Fig. 1: wires at chosen ports, followed through buffers
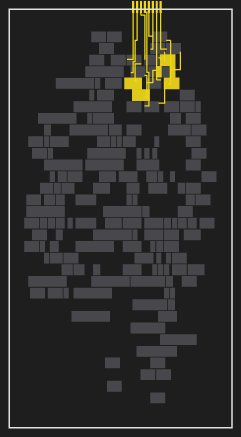
Fig. 2: metal 1
Supply wires on this layer in gray.
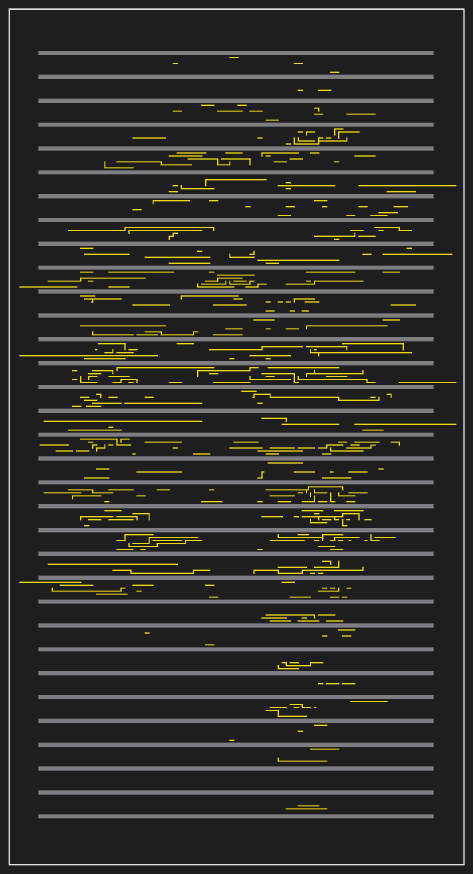
Fig. 3: cells colored by class
The bar under the picture is 20 um long. Fill, decap, tap and diode cells in gray.
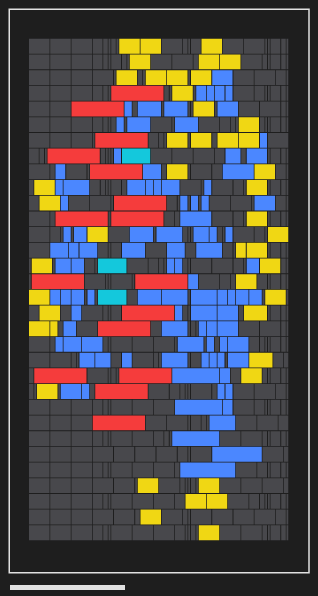
Fig. 4: routing congestion map
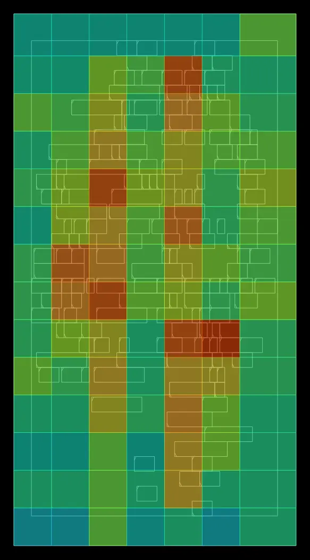
Fig. 5: cell area per tile
The die is cut into 5 by 10 equal tiles; white is low, dark blue is high, 0 to 100% covered.
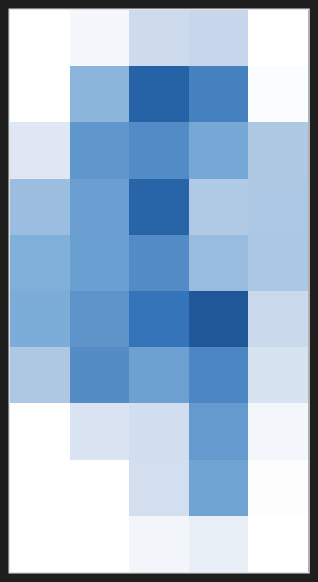
Design lru_arbiter, sky130hd; sources not shown.
==> flow_metrics.rpt <==
FLOW METRICS REPORT
----------------------------------------------------
[Outcome]
  Outcome ........................ completed

[Clock network]
  Clock slew at the register clock pins of the worst setup and hold paths ........................ 0.06 ns
  CTS tree ........................ yes
  H-tree level count ........................ 1
  Clock net sink count ........................ 16
  Clock insertion delay at the later pin of the skew report ........................ 0.24 ns
  Hold buffers post-CTS ........................ 0
  Number of buffers inserted to repair setup after CTS ........................ 0
  Post-CTS resize count ........................ 0
  Inserted Clock Buffers ........................ 3
  Clock tree root buffer cell ........................ sky130_fd_sc_hd__clkbuf_8

[Yosys]
  Number of warning messages in the yosys log ........................ 6
  Total cell area reported by yosys after synthesis ........................ 1210 um2
  Cell with the most instances after synthesis ........................ sky130_fd_sc_hd__dfrtp_1
  Floorplan Nets ........................ 153
  Yosys cell count ........................ 118
  Sequential share of the synthesized area ........................ 0.331
  Top cells by count ........................ 16 x sky130_fd_sc_hd__dfrtp_1, 15 x sky130_fd_sc_hd__nand2_1, 11 x sky130_fd_sc_hd__inv_1, 9 x sky130_fd_sc_hd__o21ai_0, 8 x sky130_fd_sc_hd__ha_1
  Dominant register cell in the synthesized netlist ........................ sky130_fd_sc_hd__dfrtp_1
  Post-Syn Area ........................ 1210 um2
  Count of different cell masters after synthesis ........................ 38
  Xor and xnor area share after synthesis ........................ 0.00723
  Main combinational cell family by area after synthesis ........................ multiplexers
  Biggest area consumer among synthesized cells ........................ sky130_fd_sc_hd__dfrtp_1
  Simple-gate share of the synthesized area ........................ 0.166
  AND-OR/OR-AND share of the synthesized area ........................ 0.169
  EDFF count, synth ........................ 0
  Area share of the largest cell type after synthesis ........................ 0.331

[Finish]
  Non-clock buffers ........................ 45
  Number of inverters outside the clock class in the layout ........................ 11
  Top logic cell by instance count in the layout ........................ sky130_fd_sc_hd__clkdlybuf4s50_1
  Multi-input combinational cell count ........................ 87
  Area occupied by multi-input gates ........................ 738 um2
  Fraction of area in non-clock buffers ........................ 0.256
  Multi-input logic portion of the cell area ........................ 0.428
  Filler cell count in the final layout ........................ 407
  Most frequently placed logic cells in the final layout ........................ 41 x sky130_fd_sc_hd__clkdlybuf4s50_1, 16 x sky130_fd_sc_hd__dfrtp_1, 15 x sky130_fd_sc_hd__nand2_1, 11 x sky130_fd_sc_hd__inv_1, 9 x sky130_fd_sc_hd__o21ai_0
  Post-layout net count ........................ 199
  Diode insertion count for antenna repair ........................ 0
  Largest cell class by area ........................ multi-input combinational cells
  Area growth from synthesis to layout ........................ 42.6%
  Number of sequential cells ........................ 16

[Global route]
  Pin count of the biggest net entering global routing ........................ 17
  Initial antenna violation count ........................ 0
  Via count of the first global-routing pass ........................ 1123
  First-pass GRT wire length ........................ 4.88 mm
  GRT met2 Usage ........................ 0.239

[Power]
  Cell leakage power ........................ 0.736 nW
  Switching Fraction ........................ 0.413
  Pwr/cell area ........................ 730 nW/um2
  Relative contribution of combinational cells to total power ........................ 0.692
  Part of the total power dissipated in sequential elements ........................ 0.217
  Sum of internal, switching and leakage power ........................ 1.26 mW
  Internal portion of total power ........................ 0.740 mW
  Peak supply drop ........................ 384 uV

[Setup path]
  Critical path startpoint category ........................ flip-flop
  Slowest cell on crit path ........................ sky130_fd_sc_hd__dfrtp_1
  Cell breakdown of the critical path ........................ inv_1 -> ha_1 -> mux4_2 -> nor4b_4 -> a221o_1 -> buf_2 -> inv_1 -> nor2_1 -> clkdlybuf4s50_1
  R2R Setup Slk ........................ 0.73 ns
  Largest stage delay on the critical path ........................ 0.56 ns
  CP endpoint kind ........................ output port
  Most frequent CP cell ........................ sky130_fd_sc_hd__inv_1
  Cell family with most CP delay ........................ buffers and inverters
  Kind of critical path ........................ flip-flop to output port
  Largest fanout on the critical path ........................ 10
  Number of buffer and inverter stages on the critical path ........................ 4

[STA]
  Worst clock skew ........................ 0.00157 ns
  Hold violation total from the final report ........................ 0
  Worst hold-check slack ........................ 0.476 ns
  Crit share post-route ........................ 0.888
  Transition at the pin with the smallest max-transition slack ........................ 0.592 ns
  Slew headroom ........................ 0.605
  Final count of pins violating max slew ........................ 0
  Highest achievable clock rate ........................ 281 MHz
  Final-layout setup total negative slack ........................ 0 ns
  Unrepaired setup endpoints after global routing ........................ false

[Die]
  X dimension of the die ........................ 51.7 um
  Number of tap cells added at floorplan ........................ 51
  Die height ........................ 97.4 um

[Routing]
  Number of search-and-repair iterations in the first detailed-routing pass ........................ 4
  Highest routed layer ........................ met4
  Routed length on met2 ........................ 1.64 mm
  Remaining routing DRC violations ........................ 0
  Metal1 wirelength ........................ 981 um
  Routed met3 length ........................ 104 um
  Mean routed wirelength per cell ........................ 13.0 um

[Placed design]
  Detailed Place HPWL ........................ 2.38 mm

[Min path]
  Hold crit path type ........................ flip-flop to flip-flop
  Number of instances on the worst hold path ........................ 2

[Flow run]
  Max-cap violations ........................ 0

----------------------------------------------------
## Picture notes: Fig. 1
legend:
  `req_way_i`:
    color: yellow
    bits: 8
    direction: input
    edge: top
    end_cells: 6
    buffers: 8
    wire: 152 um
I/O Pins: 43
count of input and output buffers: 41

## Picture notes: Fig. 2
wire length on this layer: 982 um
share of all routed wire: 35%
final wirelength: 2.77 mm
number of vias in the routed layout: 1040
met1 routing resource usage after global routing: 0.122

## Picture notes: Fig. 3
legend:
  clock drivers:
    color: cyan
    cells: 3
  sequential cells:
    color: red
    cells: 16
  remaining buffers and delay cells:
    color: yellow
    cells: 45
  combinational and other logic:
    color: blue
    cells: 98
Placeable Area: 3920 um2
number of cell rows: 32
Post-Layout Inst Area: 1730 um2
sequential fraction of total cell area: 0.232
final cell utilization of the core: 0.440

## Picture notes: Fig. 4
met3 Track Usage GR: 0.0154
most used routing layer: met2

## Picture notes: Fig. 5
fullest tile: 84%
nearly empty tiles: 22%
densest ninth of the die: middle
mean over tiles: 33%
tiles over 75% full: 6.0%
FP Core Util: 0.309

through the flow:
stage	setup slack [ns]	utilization	instance area, um2	std cells
4_1_cts	0.394	0.440	1730	213
5_1_grt	0.236	0.440	1730	213
2_1_floorplan	1.04	-	1210	118
6_report	0.447	0.440	1730	213
3_5_place_dp	0.605	0.430	1690	210
3_3_place_gp	0.652	0.430	1690	210
power by group through the flow:
stage	Clock (mW)	Combinational [mW]	Sequential, mW
final	0.114	0.873	0.274
after global placement	0	0.862	0.277
after floorplan	0	0.640	0.279
after CTS	0.119	0.894	0.276
after detailed placement	0	0.890	0.278
after global routing	0.126	0.977	0.284
worst min-delay path, cell delays in order, from the launching register on:
cell and delay, ns:
sky130_fd_sc_hd__dfrtp_1 0.34, sky130_fd_sc_hd__nor2_1 0.04, sky130_fd_sc_hd__o21ai_0 0.05
Power and IR drop assume default switching activity.
